File: config.mk
export PLATFORM = sky130hd
export DESIGN_NAME = return_stack
export DESIGN_NICKNAME = d
export VERILOG_FILES = /design/src/rtl/return_stack.sv
export SDC_FILE = /design/constraint.sdc
export NUM_CORES = 1
export LEC_CHECK = 0
export CAP_MARGIN = 10
export CORE_AREA = 4 4 63 65
export CTS_CLUSTER_SIZE = 10
export DETAILED_ROUTE_END_ITERATION = 8
export DIE_AREA = 0 0 67 69
export PLACE_DENSITY_LB_ADDON = 0.12
export SETUP_SLACK_MARGIN = 0.15
export SYNTH_ARGS = -nofsm -noshare
export SYNTH_HDL_FRONTEND = slang
export SYNTH_SLANG_ARGS = --single-unit
File: constraint.sdc
create_clock -name clk -period 5.6 [get_ports clk]
set_input_delay 0.84 -clock clk [delete_from_list [all_inputs] [get_ports clk]]
set_output_delay 0.84 -clock clk [all_outputs]
set_load 0.03 [all_outputs]
File: src/rtl/return_stack.sv
// Return-address stack between decoder and program counter: pushes pc+1 on CALL, pops on RET,
// and drives the PC jump port. Optional `RSTACK_WRAP_EN: a CALL while full overwrites the oldest entry.
module return_stack #(
  parameter int unsigned ADDR_W = 5,
  parameter int unsigned DEPTH  = 4
) (
  input  logic                           clk,
  input  logic                           rstn,
  input  logic                           call,
  input  logic                           ret,
  input  logic [ADDR_W-1:0]              pc_val,
  input  logic [ADDR_W-1:0]              call_target,
  input  logic                           err_clr,
  output logic                           pc_load,
  output logic [ADDR_W-1:0]              pc_load_val,
  output logic [$clog2(DEPTH+1)-1:0]     level,
  output logic                           empty,
  output logic                           full,
  output logic                           ovf_err,
  output logic                           unf_err,
  output logic                           addr_err
);

  localparam int unsigned LVL_W = $clog2(DEPTH + 1);
  localparam int unsigned PTR_W = (DEPTH > 1) ? $clog2(DEPTH) : 1;
  localparam logic [ADDR_W-1:0] MAX     = '1;
  localparam logic [PTR_W-1:0]  PTR_TOP = PTR_W'(DEPTH - 1);
  localparam logic [LVL_W-1:0]  LVL_MAX = LVL_W'(DEPTH);

  logic [ADDR_W-1:0] mem_q [DEPTH];
  logic [ADDR_W-1:0] mem_d [DEPTH];
  logic [PTR_W-1:0]  wr_ptr_q, wr_ptr_d;
  logic [LVL_W-1:0]  level_q, level_d;
  logic              empty_q, empty_d;
  logic              full_q, full_d;
  logic              pc_load_q, pc_load_d;
  logic [ADDR_W-1:0] pc_load_val_q, pc_load_val_d;
  logic              ovf_q, ovf_d;
  logic              unf_q, unf_d;
  logic              addr_q, addr_d;

  logic [ADDR_W-1:0] ra_c;
  logic [PTR_W-1:0]  ptr_inc_c;
  logic [PTR_W-1:0]  ptr_dec_c;
  logic              addr_bad_c;
  logic              is_full_c;
  logic              is_empty_c;

  // wr_ptr_q names the next free slot; when full it also names the oldest entry.
  assign ra_c       = pc_val + ADDR_W'(1);
  assign ptr_inc_c  = (wr_ptr_q == PTR_TOP) ? '0 : wr_ptr_q + PTR_W'(1);
  assign ptr_dec_c  = (wr_ptr_q == '0) ? PTR_TOP : wr_ptr_q - PTR_W'(1);
  assign addr_bad_c = (call_target == MAX) || (ra_c == MAX);
  assign is_full_c  = (level_q == LVL_MAX);
  assign is_empty_c = (level_q == '0);

  // Next-state for storage, pointer, level, load port and sticky errors.
  always_comb begin
    mem_d         = mem_q;
    wr_ptr_d      = wr_ptr_q;
    level_d       = level_q;
    pc_load_d     = 1'b0;
    pc_load_val_d = pc_load_val_q;
    ovf_d         = err_clr ? 1'b0 : ovf_q;
    unf_d         = err_clr ? 1'b0 : unf_q;
    addr_d        = err_clr ? 1'b0 : addr_q;

    if (call && ret) begin
      ovf_d = 1'b1;
      unf_d = 1'b1;
    end else if (call) begin
      if (addr_bad_c) begin
        addr_d = 1'b1;
      end else if (!is_full_c) begin
        mem_d[wr_ptr_q] = ra_c;
        wr_ptr_d        = ptr_inc_c;
        level_d         = level_q + LVL_W'(1);
        pc_load_d       = 1'b1;
        pc_load_val_d   = call_target;
      end else begin
        ovf_d = 1'b1;
`ifdef RSTACK_WRAP_EN
        mem_d[wr_ptr_q] = ra_c;
        wr_ptr_d        = ptr_inc_c;
        pc_load_d       = 1'b1;
        pc_load_val_d   = call_target;
`endif
      end
    end else if (ret) begin
      if (!is_empty_c) begin
        wr_ptr_d      = ptr_dec_c;
        level_d       = level_q - LVL_W'(1);
        pc_load_d     = 1'b1;
        pc_load_val_d = mem_q[ptr_dec_c];
      end else begin
        unf_d = 1'b1;
      end
    end

    empty_d = (level_d == '0);
    full_d  = (level_d == LVL_MAX);
  end

  always_ff @(posedge clk or negedge rstn) begin
    if (!rstn) begin
      for (int i = 0; i < int'(DEPTH); i++) mem_q[i] <= '0;
      wr_ptr_q      <= '0;
      level_q       <= '0;
      empty_q       <= 1'b1;
      full_q        <= 1'b0;
      pc_load_q     <= 1'b0;
      pc_load_val_q <= '0;
      ovf_q         <= 1'b0;
      unf_q         <= 1'b0;
      addr_q        <= 1'b0;
    end else begin
      mem_q         <= mem_d;
      wr_ptr_q      <= wr_ptr_d;
      level_q       <= level_d;
      empty_q       <= empty_d;
      full_q        <= full_d;
      pc_load_q     <= pc_load_d;
      pc_load_val_q <= pc_load_val_d;
      ovf_q         <= ovf_d;
      unf_q         <= unf_d;
      addr_q        <= addr_d;
    end
  end

  assign pc_load     = pc_load_q;
  assign pc_load_val = pc_load_val_q;
  assign level       = level_q;
  assign empty       = empty_q;
  assign full        = full_q;
  assign ovf_err     = ovf_q;
  assign unf_err     = unf_q;
  assign addr_err    = addr_q;

endmodule

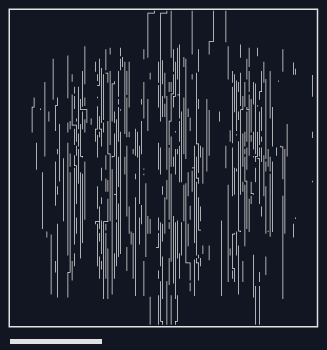
*M2 wires*
Bar = 20 um.
nets with wire on the layer = 195
wire length on this layer = 2120 um
main direction = vertical
longest straight run = 27.2 um
share of all routed wire = 53%

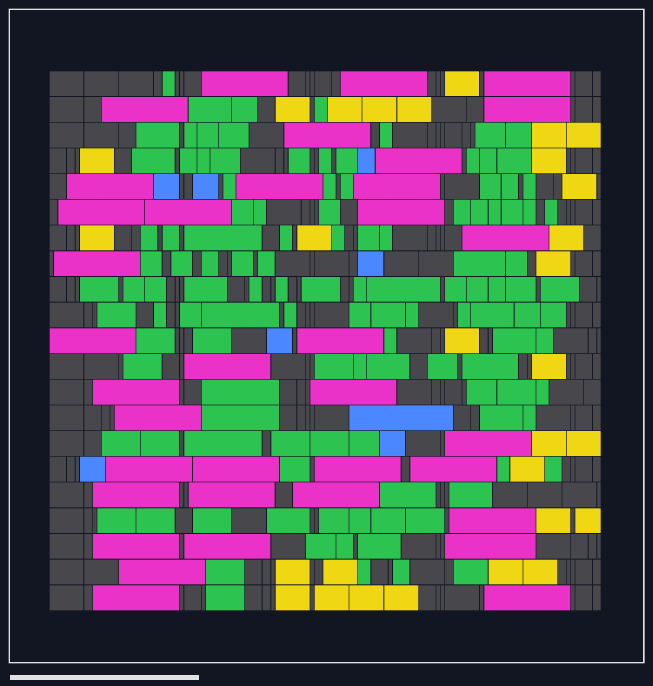
*Placed cells, one colour a class*
Bar = 20 um. Fill, decap, tap and diode cells in grey.
remaining logic cells -> green  # cells 121
remaining buffers and delay cells -> yellow  # cells 29
clock drivers and dummy loads -> blue  # cells 8
sequential cells -> magenta  # cells 36

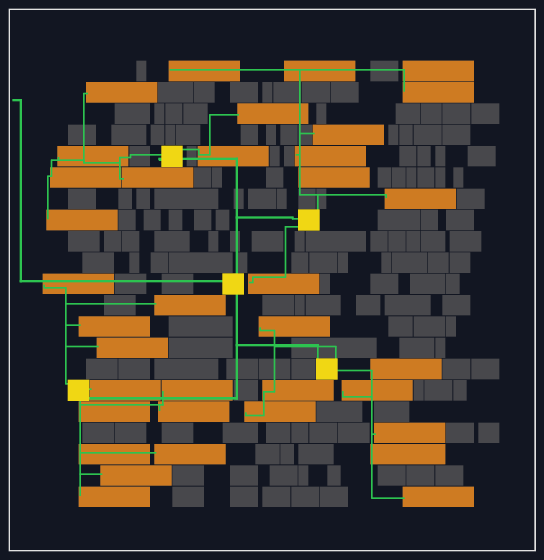
*Clock distribution*
flip-flops -> orange  # count 36
clock-net drivers -> yellow  # count 5
clock wires -> green  # length 402 um
routed clock nets = 6

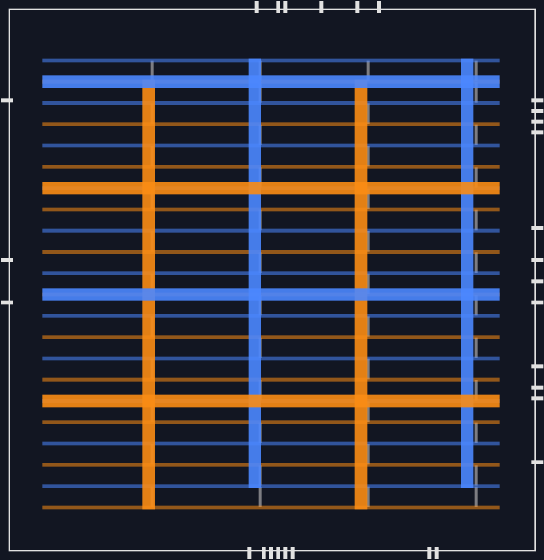
*PDN straps and rails*
Pins as bars on the die edge. Tap cells in grey.
VSS -> orange
VDD -> blue
met4 straps = 4
met5 straps = 4

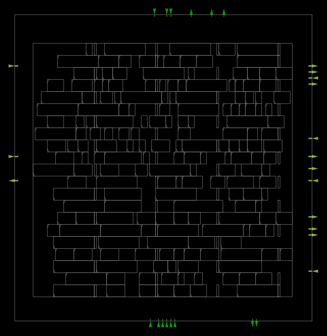
*Cell placement*
number of inserted filler cells in the final layout: 243
sequential share of cell area: 38.8%
final non-filler cell total: 240
post-route core utilization: 69.6%
area of the core: 3340 um2

==> run notes <==
Counting every net in the synthesized netlist gives 186. The non-clock inverters instantiated in the layout total 10. TritonCTS built the clock tree. The run gives 16.5 um for the wire length per cell.

For the peak supply drop, the log shows 0.330 mV. The routed design uses 2120 um of met2 wire. The overall power of the completed layout came out at 1220 uW.

The first global-routing pass estimated 7040 um of wire. The tools report the area after detailed placement as 2240 um2. The combined buffer and inverter count along the critical path is 2, and the depth of the worst register-to-register path is 7.

The floorplan has 21 rows. The tools report the worst flop-to-flop path endpoint as mem_q[2]. The area of all placed cells without fillers is 2320 um2, and the number of input and output port buffers inserted is 28.

The design has 36 sequential cells. Endpoint of the worst setup timing path: mem_q[2]. Looking at the critical path, the single cell with the biggest stage delay is sky130_fd_sc_hd__nor3_2. The net count of the finished layout is 217. Of all the cell area in the finished design, the clock network holds 3.45%. For the critical path data arrival time, the log shows 3.26 ns. According to the floorplan report, the total die area is 4620 um2.

Number of synthesized register bits: 36. The I/O pin total is 29. In this run the biggest area consumer among cell types represents 45.3% of the synthesized area.

Yosys mapped the design onto 46 distinct sky130hd cell types. From left edge to right edge, the die measures 67 um. For met1 alone, demand over resource in global routing was 21.8%. The starting density of the core came out at 58.0%. Per STA, the worst path is made up of clkdlybuf4s50_1 -> inv_1 -> ha_1 -> nand4_1 -> o22ai_2 -> nor3_2 -> nand2_1 -> mux2_2. Summed over all nets, the half-perimeter wirelength after detailed placement is 3120 um.

The routed wirelength on the met1 layer is recorded as 1560 um. The detailed-route via count is 1389. Among the non-sequential cells, multiplexers take the most area. The launching instance or port of the critical path is pc_val[0]. Setup slack closes at 2.57 ns.

Yosys mapped a number of flops with a built-in enable equal to 0. The number of clock sinks was 36. The run finished with clean final reports. In this run, the synthesized area fraction spent on adder and majority cells is recorded as 5.82%. In this run, power in combinational logic comes to 588 uW. The number of placed instances, taps included, is 232. The warning tally printed by Yosys for this design is 0. The run gives 4 for the detailed-router iteration count before antenna repair. Before any placement, the netlist area is recorded as 1930 um2.

Post-synthesis cell type with the largest instance count: sky130_fd_sc_hd__dfrtp_1. The count of tool warnings works out to 32. For reference, the post-synthesis area per instance comes to 11.9 um2.

Multi-input logic gates represent a cell area share of 41.2%. The run gives 162 for the post-synthesis instance total.
No activity file was given, so power comes from the tool's default toggle rates.
